<file path="src/rtl/gpi_debounce_pkg.sv">
// Shared definitions for the general-purpose input debouncer.
// Holds the default sizing constants and the counter-width helper used by
// gpi_debounce and gpi_debounce_bit.
package gpi_debounce_pkg;

  localparam int GpiDefaultWidth         = 13;
  localparam int GpiDefaultTickDiv       = 50000;
  localparam int GpiDefaultDebounceTicks = 5;

  // Width of a counter that must hold values 0..n-1, never narrower than one bit.
  function automatic int cnt_width(input int n);
    int w;
    w = $clog2(n);
    return (w < 1) ? 1 : w;
  endfunction

endpackage

</file>
<file path="src/rtl/gpi_debounce_bit.sv">
// One debounce channel: synchroniser chain, stability counter, debounced
// level with registered rise/fall pulses.
// With GPI_EVENT_LATCH_EN defined, a sticky event flag with a per-channel
// clear is added; set takes priority over clear.
module gpi_debounce_bit
  import gpi_debounce_pkg::*;
#(
  parameter int   SyncStages    = 2,
  parameter int   DebounceTicks = GpiDefaultDebounceTicks,
  parameter logic ResetValue    = 1'b0
) (
  input  logic clk_sys,
  input  logic rst_sys_n,
  input  logic tick,
  input  logic gpi_i,
  output logic gpi_o,
  output logic rise_o,
  output logic fall_o
`ifdef GPI_EVENT_LATCH_EN
  ,
  input  logic evt_clr_i,
  output logic evt_o
`endif
);

  localparam int              CntW    = cnt_width(DebounceTicks + 1);
  localparam logic [CntW-1:0] CntLast = CntW'(DebounceTicks - 1);

  logic [SyncStages-1:0] sync_chain;
  logic                  sync_q;
  logic [CntW-1:0]       cnt_q;
  logic                  gpi_q;
  logic                  rise_q;
  logic                  fall_q;

  // Metastability chain: the pad level reaches sync_q after SyncStages edges.
  always_ff @(posedge clk_sys or negedge rst_sys_n) begin
    if (!rst_sys_n) begin
      sync_chain <= {SyncStages{ResetValue}};
    end else begin
      sync_chain <= {sync_chain[SyncStages-2:0], gpi_i};
    end
  end

  assign sync_q = sync_chain[SyncStages-1];

  // Count ticks of continuous disagreement; flip the output on the last one.
  always_ff @(posedge clk_sys or negedge rst_sys_n) begin
    if (!rst_sys_n) begin
      cnt_q  <= '0;
      gpi_q  <= ResetValue;
      rise_q <= 1'b0;
      fall_q <= 1'b0;
    end else begin
      rise_q <= 1'b0;
      fall_q <= 1'b0;
      if (sync_q == gpi_q) begin
        cnt_q <= '0;
      end else if (tick) begin
        if (cnt_q == CntLast) begin
          gpi_q  <= sync_q;
          cnt_q  <= '0;
          rise_q <= sync_q;
          fall_q <= ~sync_q;
        end else begin
          cnt_q <= cnt_q + CntW'(1);
        end
      end
    end
  end

  assign gpi_o  = gpi_q;
  assign rise_o = rise_q;
  assign fall_o = fall_q;

`ifdef GPI_EVENT_LATCH_EN
  logic evt_q;

  // Sticky event flag; a new edge in the clearing cycle keeps the flag set.
  always_ff @(posedge clk_sys or negedge rst_sys_n) begin
    if (!rst_sys_n) begin
      evt_q <= 1'b0;
    end else begin
      evt_q <= (evt_q & ~evt_clr_i) | rise_q | fall_q;
    end
  end

  assign evt_o = evt_q;
`endif

endmodule

</file>
<file path="src/rtl/gpi_debounce.sv">
// Switch-input conditioning: per-bit synchronise + debounce with a shared
// prescaler producing the debounce tick.
// Optional feature macro: GPI_EVENT_LATCH_EN adds evt_clr_i / evt_o sticky
// event flags per channel.
module gpi_debounce
  import gpi_debounce_pkg::*;
#(
  parameter int               Width         = GpiDefaultWidth,
  parameter int               SyncStages    = 2,
  parameter int               TickDiv       = GpiDefaultTickDiv,
  parameter int               DebounceTicks = GpiDefaultDebounceTicks,
  parameter logic [Width-1:0] ResetValue    = '0
) (
  input  logic             clk_sys,
  input  logic             rst_sys_n,
  input  logic [Width-1:0] gpi_i,
  output logic [Width-1:0] gpi_o,
  output logic [Width-1:0] rise_o,
  output logic [Width-1:0] fall_o,
  output logic             tick_o
`ifdef GPI_EVENT_LATCH_EN
  ,
  input  logic [Width-1:0] evt_clr_i,
  output logic [Width-1:0] evt_o
`endif
);

  localparam int              PreW    = cnt_width(TickDiv);
  localparam logic [PreW-1:0] PreLast = PreW'(TickDiv - 1);

  logic [PreW-1:0] pre_q;
  logic            tick;
  logic            tick_q;

  assign tick = (pre_q == PreLast);

  // Free-running prescaler shared by every channel; tick_o lags tick by one cycle.
  always_ff @(posedge clk_sys or negedge rst_sys_n) begin
    if (!rst_sys_n) begin
      pre_q  <= '0;
      tick_q <= 1'b0;
    end else begin
      tick_q <= tick;
      pre_q  <= tick ? '0 : pre_q + PreW'(1);
    end
  end

  assign tick_o = tick_q;

  for (genvar gi = 0; gi < Width; gi++) begin : g_chan
    gpi_debounce_bit #(
      .SyncStages    (SyncStages),
      .DebounceTicks (DebounceTicks),
      .ResetValue    (ResetValue[gi])
    ) u_bit (
      .clk_sys   (clk_sys),
      .rst_sys_n (rst_sys_n),
      .tick      (tick),
      .gpi_i     (gpi_i[gi]),
      .gpi_o     (gpi_o[gi]),
      .rise_o    (rise_o[gi]),
      .fall_o    (fall_o[gi])
`ifdef GPI_EVENT_LATCH_EN
      ,
      .evt_clr_i (evt_clr_i[gi]),
      .evt_o     (evt_o[gi])
`endif
    );
  end

endmodule

</file>
<file path="config.mk">
export PLATFORM = sky130hd
export DESIGN_NAME = gpi_debounce
export DESIGN_NICKNAME = d
export VERILOG_FILES = /design/src/rtl/gpi_debounce_pkg.sv /design/src/rtl/gpi_debounce_bit.sv /design/src/rtl/gpi_debounce.sv
export SDC_FILE = /design/constraint.sdc
export NUM_CORES = 1
export LEC_CHECK = 0
export CELL_PAD_IN_SITES_DETAIL_PLACEMENT = 1
export CELL_PAD_IN_SITES_GLOBAL_PLACEMENT = 1
export CORE_UTILIZATION = 45
export DETAILED_ROUTE_END_ITERATION = 10
export GPL_TIMING_DRIVEN = 1
export PLACE_DENSITY = 0.86
export SYNTH_ARGS = -nofsm -noshare
export SYNTH_HDL_FRONTEND = slang
export SYNTH_SLANG_ARGS = --single-unit
</file>
<file path="constraint.sdc">
create_clock -name clk_sys -period 1.9 [get_ports clk_sys]
set_input_delay 0.38 -clock clk_sys [delete_from_list [all_inputs] [get_ports clk_sys]]
set_output_delay 0.38 -clock clk_sys [all_outputs]
set_load 0.01 [all_outputs]
</file>
==> flow_summary.yaml, run 1 <==
# physical design summary
sta:
  fmax_ghz: 0.524
  finalSetupTns_ns: -0.00931
  period_minus_slack_ns: 1.91
  rsz0062_at_grt: "true"
  setup_violations: 1
  setup_ws_ns: -0.00931
  fin_skew_ns: 0.00801
  slew_viol_final: 0
  worst_slew_pin_slew_ns: 0.669
  period_used_pct: 100
floorplan:
  fp-utilization_pct: 46.6
  rows: 39
  dieHeight_um: 111
  io_pins: 55
  die-area_mm2: 0.0124
synth:
  area_leaders: "dfrtp_1 56%, ha_1 6.3%, buf_4 6.0%"
  numSynthFlops: 121
  top_area_share_pct: 56.2
  logic_family: "simple AND/OR/NAND/NOR gates"
  syn-num-nets: 525
  yosys_warnings: 0
  synthDistinctLibCells: 27
  synth-area-yosys_mm2: 0.00539
  avgSynthCellArea_um2: 11.2
  ys_seq_share_pct: 56.2
  ys_async_sr_fraction_pct: 100
  edf_count: 0
  syn_inst: 483
clock_network:
  clk_path_buf_depth: 2
  h-tree-depth: 4
  clk_latency_ns: 0.41
  cts_buffers: 17
  cts.sinks: 121
  cts_root_buf: "clkbuf_16"
  holdBufCountCts: 0
finish:
  area_delta_synth_final_pct: 23.1
  stdcell_area_mm2: 0.00663
  drive_above_1_share_pct: 14.3
global_route:
  grt-busiest-layer: "met2"
  grt-ovfl-total: 0
routing:
  vias: 3632
  firstDrtPassIters: 9
  wl_met2_um: 6620
  routed-wl-met3_um: 569
  topRoutingLayerUsed: "met4"
  antenna_left: 0
  wl_met1_um: 4990
  wirelength_um: 12700
  route.detailed.drc: 4
pwr:
  power.group.top: "the clock network"
  powerSeq_mw: 2.63
  power_frac_seq_pct: 41.0
  vdd_ir_drop_max_mv: 0.766
  pg_comb_uw: 109
  clkPwrFrac_pct: 57.3
setup_path:
  worst_path_max_delay_cell: "dfrtp_2"
  crit_path_max_fanout: 40
  rrSetupSlack_ns: -0.009
  rr_worst_depth: 6
  crit_cells: 6
  crit_start: "pre_q[1]"
  critical_path_buf_inv_count: 1
  path_cells: "ha_4 > and3_4 > nand4_2 > buf_4 > o21ai_0 > a21oi_1"
  critPathMaxStageDelay_ns: 0.45
  rr_endpoint: "g_chan[3].u_bit.cnt_q[2]"
placement:
  port_buffers: 54
  placed_cells_incl_taps: 639
run_status:
  violations: "design-rule violations, negative setup slack"
  outcome: "finished with violations"
flow_run:
  log.warning_count: 42
## run 1: worst min path at each step
stage / slack (ns) / endpoint / startpoint / cells past startpoint
final: 0.04 / g_chan[4].u_bit.cnt_q[2] / rst_sys_n / 2
after global routing: 0.12 / g_chan[4].u_bit.sync_chain[1] / rst_sys_n / 2
after detailed placement: 0.34 / g_chan[11].u_bit.sync_chain[1] / g_chan[11].u_bit.sync_chain[0] / 0
after CTS: 0.09 / g_chan[4].u_bit.fall_o / rst_sys_n / 2
after global placement: 0.33 / g_chan[7].u_bit.sync_chain[1] / g_chan[7].u_bit.sync_chain[0] / 0
after floorplan: 0.08 / g_chan[0].u_bit.cnt_q[0] / rst_sys_n / 0
## run 1: repair_timing
| item | in CTS | in global routing |
|---|---|---|
| endpoints found under the hold margin | 0 | 0 |
| cloned | 2 | 0 |
| buffers inserted | 1 | 1 |
| resized | 4 | 5 |
| endpoints found under the setup margin | 23 | 53 |
## run 1: sequential cells by signal, indices dropped and copies added (netlist names)
register	cells
g_chan.u_bit.sync_chain	26
g_chan.u_bit.fall_o	13
pre_q	16
g_chan.u_bit.rise_o	13
g_chan.u_bit.gpi_o	13
g_chan.u_bit.cnt_q	39
tick_o	1
## run 1: cell families after synthesis
| logic type | count (synthesis) |
|---|---|
| AOI/OAI and AO/OA | 62 |
| xor gates and xnor gates | 26 |
| adders and majority gates | 27 |
| buffers and inverters | 79 |
| DFF | 121 |
| muxes | 14 |
| and+or+nand+nor | 154 |
## run 1: cell type report
class                   count  area (µm²)
fillers                  1196        4930
flip-flops and latches    121        3030
multi-input cells         283        1920
repair buffers             66         718
clock buffers              19         453
clock inverters            13         223
well taps                 143         179
inverters                  30         115
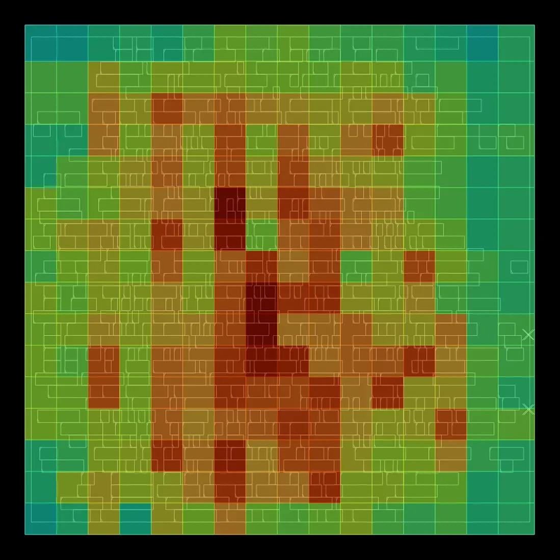
**Above:** run 1 (congestion heat map).
grt met2 use: 38.3%
fin util: 57.4%
met3 Resource Use GR: 7.13%
met1 Use GR: 24.6%

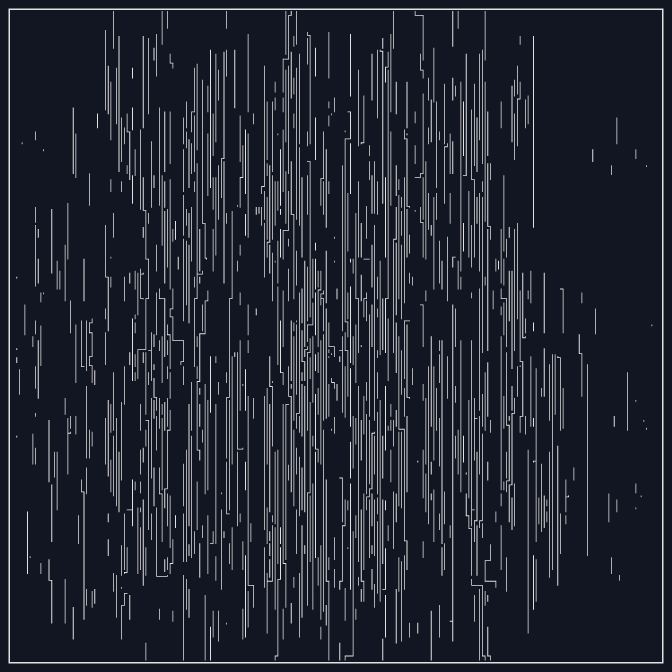
**Above:** run 1 (M2 wires).
- share of all routed wire: 52%
- main direction: vertical

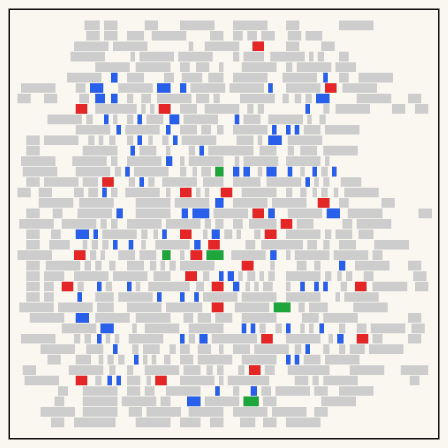
**Above:** run 1 (gate families picked out).
- green: AND and OR gates (cells 5; most used and4bb_2)
- red: XOR/XNOR gates (cells 26; most used xnor2_1)
- blue: NAND gates (cells 82; most used nand2_1)
Non-Filler Instances: 675
combinational share of cell area: 28.9%
most numerous logic cell after layout: dfrtp_1

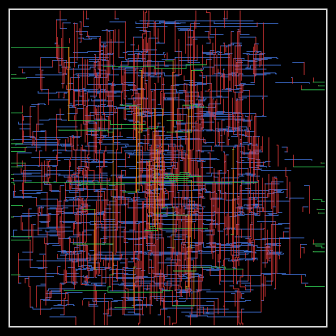
**Above:** run 1 (routed metal, one color a layer).
- orange: met4 (wire length 498 µm)
- red: met2 (wire length 6,620 µm)
- green: met3 (wire length 570 µm)
- blue: met1 (wire length 4,990 µm)

==> run 2: changes to the inputs <==
--- a/config.mk
+++ b/config.mk
@@ -7,6 +7,7 @@
 export LEC_CHECK = 0
 export CELL_PAD_IN_SITES_DETAIL_PLACEMENT = 1
 export CELL_PAD_IN_SITES_GLOBAL_PLACEMENT = 1
+export CORE_ASPECT_RATIO = 0.75
 export CORE_UTILIZATION = 45
 export DETAILED_ROUTE_END_ITERATION = 10
 export GPL_TIMING_DRIVEN = 1
==> constraint.sdc (replaced) <==
create_clock -name clk_sys -period 1.9 [get_ports clk_sys]
set_input_delay 0.38 -clock clk_sys [delete_from_list [all_inputs] [get_ports clk_sys]]
set_output_delay 0.38 -clock clk_sys [all_outputs]
set_load 0.05 [all_outputs]
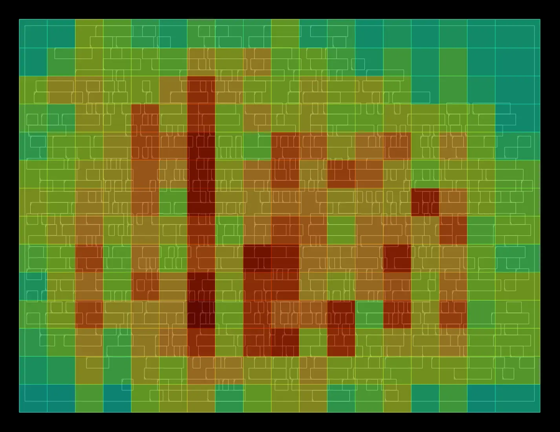
**Above:** run 2 (congestion heat map).
fin util: 56.5%
total track usage: 21.7%

==> flow_summary.yaml, run 2 <==
# physical design summary
finish:
  area_delta_synth_final_pct: 21.7
  lay_top_count: "dfrtp_1"
  largestRegisters: "g_chan.u_bit.cnt_q: 39 flops, g_chan.u_bit.sync_chain: 26 flops, pre_q: 16 flops"
  instances_no_fill: 696
  n_antenna_cell: 0
  lay_top_cells: "119 x dfrtp_1, 50 x nand2_1, 49 x a21oi_1, 29 x inv_1, 27 x dlygate4sd2_1"
  stdcell_area_mm2: 0.00656
  nets: 564
  regMostFlops: "g_chan.u_bit.cnt_q"
  drive_above_1_share_pct: 16.7
  largest_reg_flops: 39
run_status:
  outcome: "finished, final reports clean"
sta:
  setup_violations: 0
  hold_violations: 0
  period_minus_slack_ns: 1.86
  worst_slew_pin_slew_ns: 0.506
  fin_skew_ns: 0.00577
  fmax_ghz: 0.537
  period_used_pct: 97.9
  setup_ws_ns: 0.0391
  finalSetupTns_ns: 0
  holdWs_ns: 0.345
  slew_viol_final: 0
setup_path:
  worst_path_max_delay_cell: "dfrtp_1"
  rr_endpoint: "g_chan[7].u_bit.fall_o"
  setup.worst_path.start_class: "flop"
  path_cells: "ha_4 > and3_2 > nand4_4 > inv_4 > buf_12 > nand3_1 > nor3b_1"
  crit_start: "pre_q[0]"
  worst_ep_arrival_time_ns: 2.16
  rr_worst_depth: 7
  path_class: "flop to flop"
  critPathMaxStageDelay_ns: 0.42
  rrSetupSlack_ns: 0.04
  crit_path_max_fanout: 17
synth:
  top_cell: "dfrtp_1"
  synthDistinctLibCells: 27
  edf_count: 0
  area_leaders: "dfrtp_1 56%, ha_1 6.3%, buf_4 6.0%"
  synth-area-yosys_mm2: 0.00539
  avgSynthCellArea_um2: 11.2
  ys_async_sr_fraction_pct: 100
  xor_area_share_pct: 4.23
  logic_family: "simple AND/OR/NAND/NOR gates"
  synth_top_flop_cell: "dfrtp_1"
  synthesis.area_mm2: 0.00539
  yosys.area.top_type: "dfrtp_1"
  syn-num-nets: 525
  top_area_share_pct: 56.2
  yosys_warnings: 0
  ys_seq_share_pct: 56.2
  numSynthFlops: 121
  syn_inst: 483
placement:
  placed_cells_incl_taps: 657
  gp_congestion: 0.701
  port_buffers: 54
  dp_slack_ns: -0.0272
  placed_area_mm2: 0.00584
clock_network:
  h-tree-depth: 4
  cts.sinks: 121
  clk_path_buf_depth: 2
  cts.reportedPaths.clkPinSlew_ns: 0.06
  cts_buffers: 17
  clk_latency_ns: 0.41
  cts_root_buf: "clkbuf_16"
floorplan:
  die-area_mm2: 0.0124
  fp-utilization_pct: 46.4
  rows: 34
  dieHeight_um: 96.8
  io_pins: 55
  die_w_um: 128
pwr:
  vdd_ir_drop_max_mv: 0.683
  power.leakage_nw: 2.99
min_path:
  hp-start: "g_chan[6].u_bit.sync_chain[0]"
  hold_class: "flop to flop"
global_route:
  grt-ovfl-total: 0
  antenna_found_initial: 0
  grt_pass1_vias: 4094
  grt_first_pass_wirelength_um: 20500
  grt_max_degree: 48
routing:
  vias: 3594
  antenna_left: 0
  route.detailed.drc: 0
  firstDrtPassIters: 4
  wl_per_cell_um: 17.7
  wirelength_um: 12300
  post_drt_via_cell_ratio: 5.16
  drt_iter0_drc: 134
flow_run:
  log.warning_count: 39
run 2: cell counts after synthesis:
Identical to the previous run, type by type.
run 2: worst min-delay path by stage:
stage | depth (start not counted) | to
after global placement | 0 | g_chan[3].u_bit.sync_chain[1]
after CTS | 0 | g_chan[6].u_bit.sync_chain[1]
after detailed placement | 0 | g_chan[3].u_bit.sync_chain[1]
after floorplan | 0 | g_chan[0].u_bit.cnt_q[0]
final | 0 | g_chan[6].u_bit.sync_chain[1]
after global routing | 0 | g_chan[9].u_bit.sync_chain[1]
run 2: per-layer routing:
layer	wire, µm	global-route usage (%)	up-vias
met5	0	0	-
met1	4990	24.6	1862
met3	359	5.14	16
met4	243	8.87	0
met2	6690	38.8	65
li1	-	-	1651
run 2: repair_timing:
action	4_1_cts	5_1_grt
endpoints found under the setup margin	47	39
setup buffers	4	1
hold buffers	1	0
endpoints found under the hold margin	30	0
gates resized	34	5
pin swaps	0	1
cloned	2	0
run 2: where the power goes:
part / leakage [nW] / internal, mW / switching, mW / total [mW]
Clock: 0.286 / 2.06 / 1.13 / 3.19
Combinational: 1.09 / 0.0471 / 0.0683 / 0.115
Sequential: 1.61 / 2.61 / 0.0209 / 2.63
run 2: cell type report:
class / count / area, µm²
fillers: 1227 / 5060
flip-flops and latches: 121 / 3030
multi-input cells: 283 / 1930
repair buffers: 69 / 691
clock buffers: 24 / 492
well taps: 162 / 203
inverters: 30 / 115
clock inverters: 7 / 91.3
run 2: worst max-delay path, delay by kind of cell (launching register included):
| family | cells | cell delay (ns) |
|---|---|---|
| buf+inv | 2 | 0.30 |
| simple gates | 4 | 0.84 |
| flops | 1 | 0.42 |
| fa+ha+maj | 1 | 0.18 |
==> run 3: changes to the inputs <==
--- a/config.mk
+++ b/config.mk
@@ -11,7 +11,7 @@
 export CORE_UTILIZATION = 45
 export DETAILED_ROUTE_END_ITERATION = 10
 export GPL_TIMING_DRIVEN = 1
-export PLACE_DENSITY = 0.86
+export PLACE_DENSITY = 0.88
 export SYNTH_ARGS = -nofsm -noshare
 export SYNTH_HDL_FRONTEND = slang
 export SYNTH_SLANG_ARGS = --single-unit
==> constraint.sdc (replaced) <==
create_clock -name clk_sys -period 1.9 [get_ports clk_sys]
set_input_delay 0.38 -clock clk_sys [delete_from_list [all_inputs] [get_ports clk_sys]]
set_output_delay 0.38 -clock clk_sys [all_outputs]
set_load 0.005 [all_outputs]
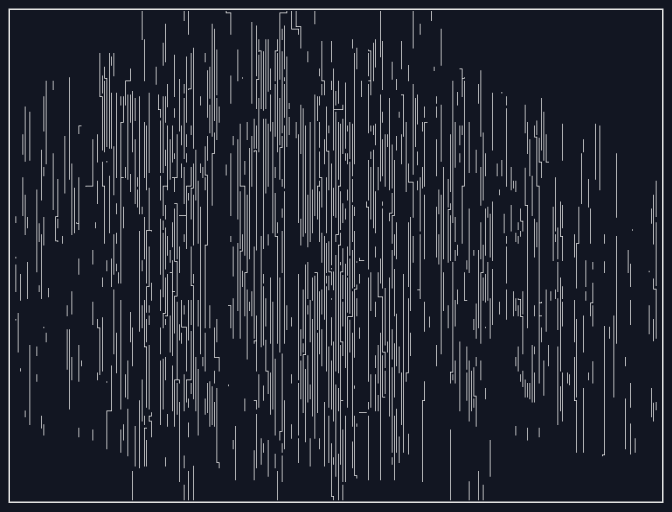
**Above:** run 3 (M2 wires).
- nets with wire on the layer: 511
- longest straight run: 38.8 µm
- wire length on this layer: 6,180 µm
- main direction: vertical
- share of all routed wire: 53%
final wirelength: 11,800 µm
via count: 3,552

==> flow_summary.yaml, run 3 <==
# physical design summary
synth:
  top_area_share_pct: 56.2
  syn_inst: 483
  yosys.area.top_type: "dfrtp_1"
  edf_count: 0
  yosys_warnings: 0
  top_cell: "dfrtp_1"
  synthDistinctLibCells: 27
  avgSynthCellArea_um2: 11.2
  numSynthFlops: 121
sta:
  slew_viol_final: 0
  period_minus_slack_ns: 1.86
  holdWs_ns: 0.0312
  setup_violations: 0
  hold_violations: 0
  finalSetupTns_ns: 0
  worst_slew_pin_slew_ns: 0.651
  setup_ws_ns: 0.0436
finish:
  instances_no_fill: 694
  nets: 561
  num-fill-cells: 1206
  largestRegisters: "g_chan.u_bit.cnt_q: 39 flops, g_chan.u_bit.sync_chain: 26 flops, pre_q: 16 flops"
  area_delta_synth_final_pct: 21.8
global_route:
  grt_first_pass_wirelength_um: 19600
  grt_pass1_vias: 3979
  grt_max_degree: 122
  grt-busiest-layer: "met2"
  grt_usage_pct: 20.5
floorplan:
  die_w_um: 128
  die-area_mm2: 0.0124
clock_network:
  ctsResizeCount: 2
  cts_setup_buffers: 0
  holdBufCountCts: 0
  cts.sinks: 121
  clk_latency_ns: 0.42
routing:
  post_drt_via_cell_ratio: 5.12
  wl_per_cell_um: 16.9
setup_path:
  worst_path_max_delay_cell: "dfrtp_1"
  crit_path_max_fanout: 17
  critPathMaxStageDelay_ns: 0.40
  rr_worst_depth: 7
  rr_endpoint: "g_chan[7].u_bit.gpi_o"
  path_class: "flop to flop"
placement:
  placed_area_mm2: 0.00585
run_status:
  outcome: "finished, final reports clean"
flow_run:
  log.warning_count: 41
pwr:
  vdd_ir_drop_max_mv: 0.703
## run 3: cell counts after synthesis
Identical to the previous run, type by type.
## run 3: cells by family after synthesis
family | after synthesis | share of synthesized area [%]
and+or+nand+nor | 154 | 15.4
xor gates and xnor gates | 26 | 4.23
DFF | 121 | 56.2
adders and majority gates | 27 | 6.27
AOI/OAI and AO/OA | 62 | 5.76
buffers and inverters | 79 | 8.78
muxes | 14 | 3.41
## run 3: critical path: cells and delay by family (launching register included)
kind,cells,cell delay [ns]
flip-flops,1,0.40
multiplexers,1,0.30
AND/OR/NAND/NOR,3,0.52
buffers and inverters,2,0.28
adder cells (fa/ha/maj),1,0.24
## run 3: worst max-delay path by stage
stage / cells after the start / endpoint / from / slack [ns]
3_5_place_dp: 7 / g_chan[9].u_bit.gpi_o / pre_q[0] / 0.01
2_1_floorplan: 7 / g_chan[11].u_bit.gpi_o / pre_q[0] / 0.17
3_3_place_gp: 7 / g_chan[9].u_bit.gpi_o / pre_q[0] / 0.12
4_1_cts: 6 / g_chan[9].u_bit.gpi_o / pre_q[10] / 0.004
5_1_grt: 7 / g_chan[7].u_bit.gpi_o / pre_q[0] / -0.03
6_report: 7 / g_chan[7].u_bit.gpi_o / pre_q[0] / 0.04
## run 3: report_power, final
group | switching [mW] | total [mW] | leakage [nW] | internal [mW]
Clock | 1.18 | 3.20 | 0.277 | 2.03
Sequential | 0.0203 | 2.63 | 1.62 | 2.61
Combinational | 0.0656 | 0.107 | 0.895 | 0.0417
## run 3: cell type report
type	instances	area [µm²]	area share, %
Sequential cell	121	3030	46.1
Multi-Input combinational cell	283	1920	29.2
Timing Repair Buffer	66	704	10.7
Clock buffer	21	470	7.17
Tap cell	162	203	3.09
Clock inverter	11	121	1.85
Inverter	30	118	1.79
Power figures rest on the tool's default switching activity, not on a simulated workload.
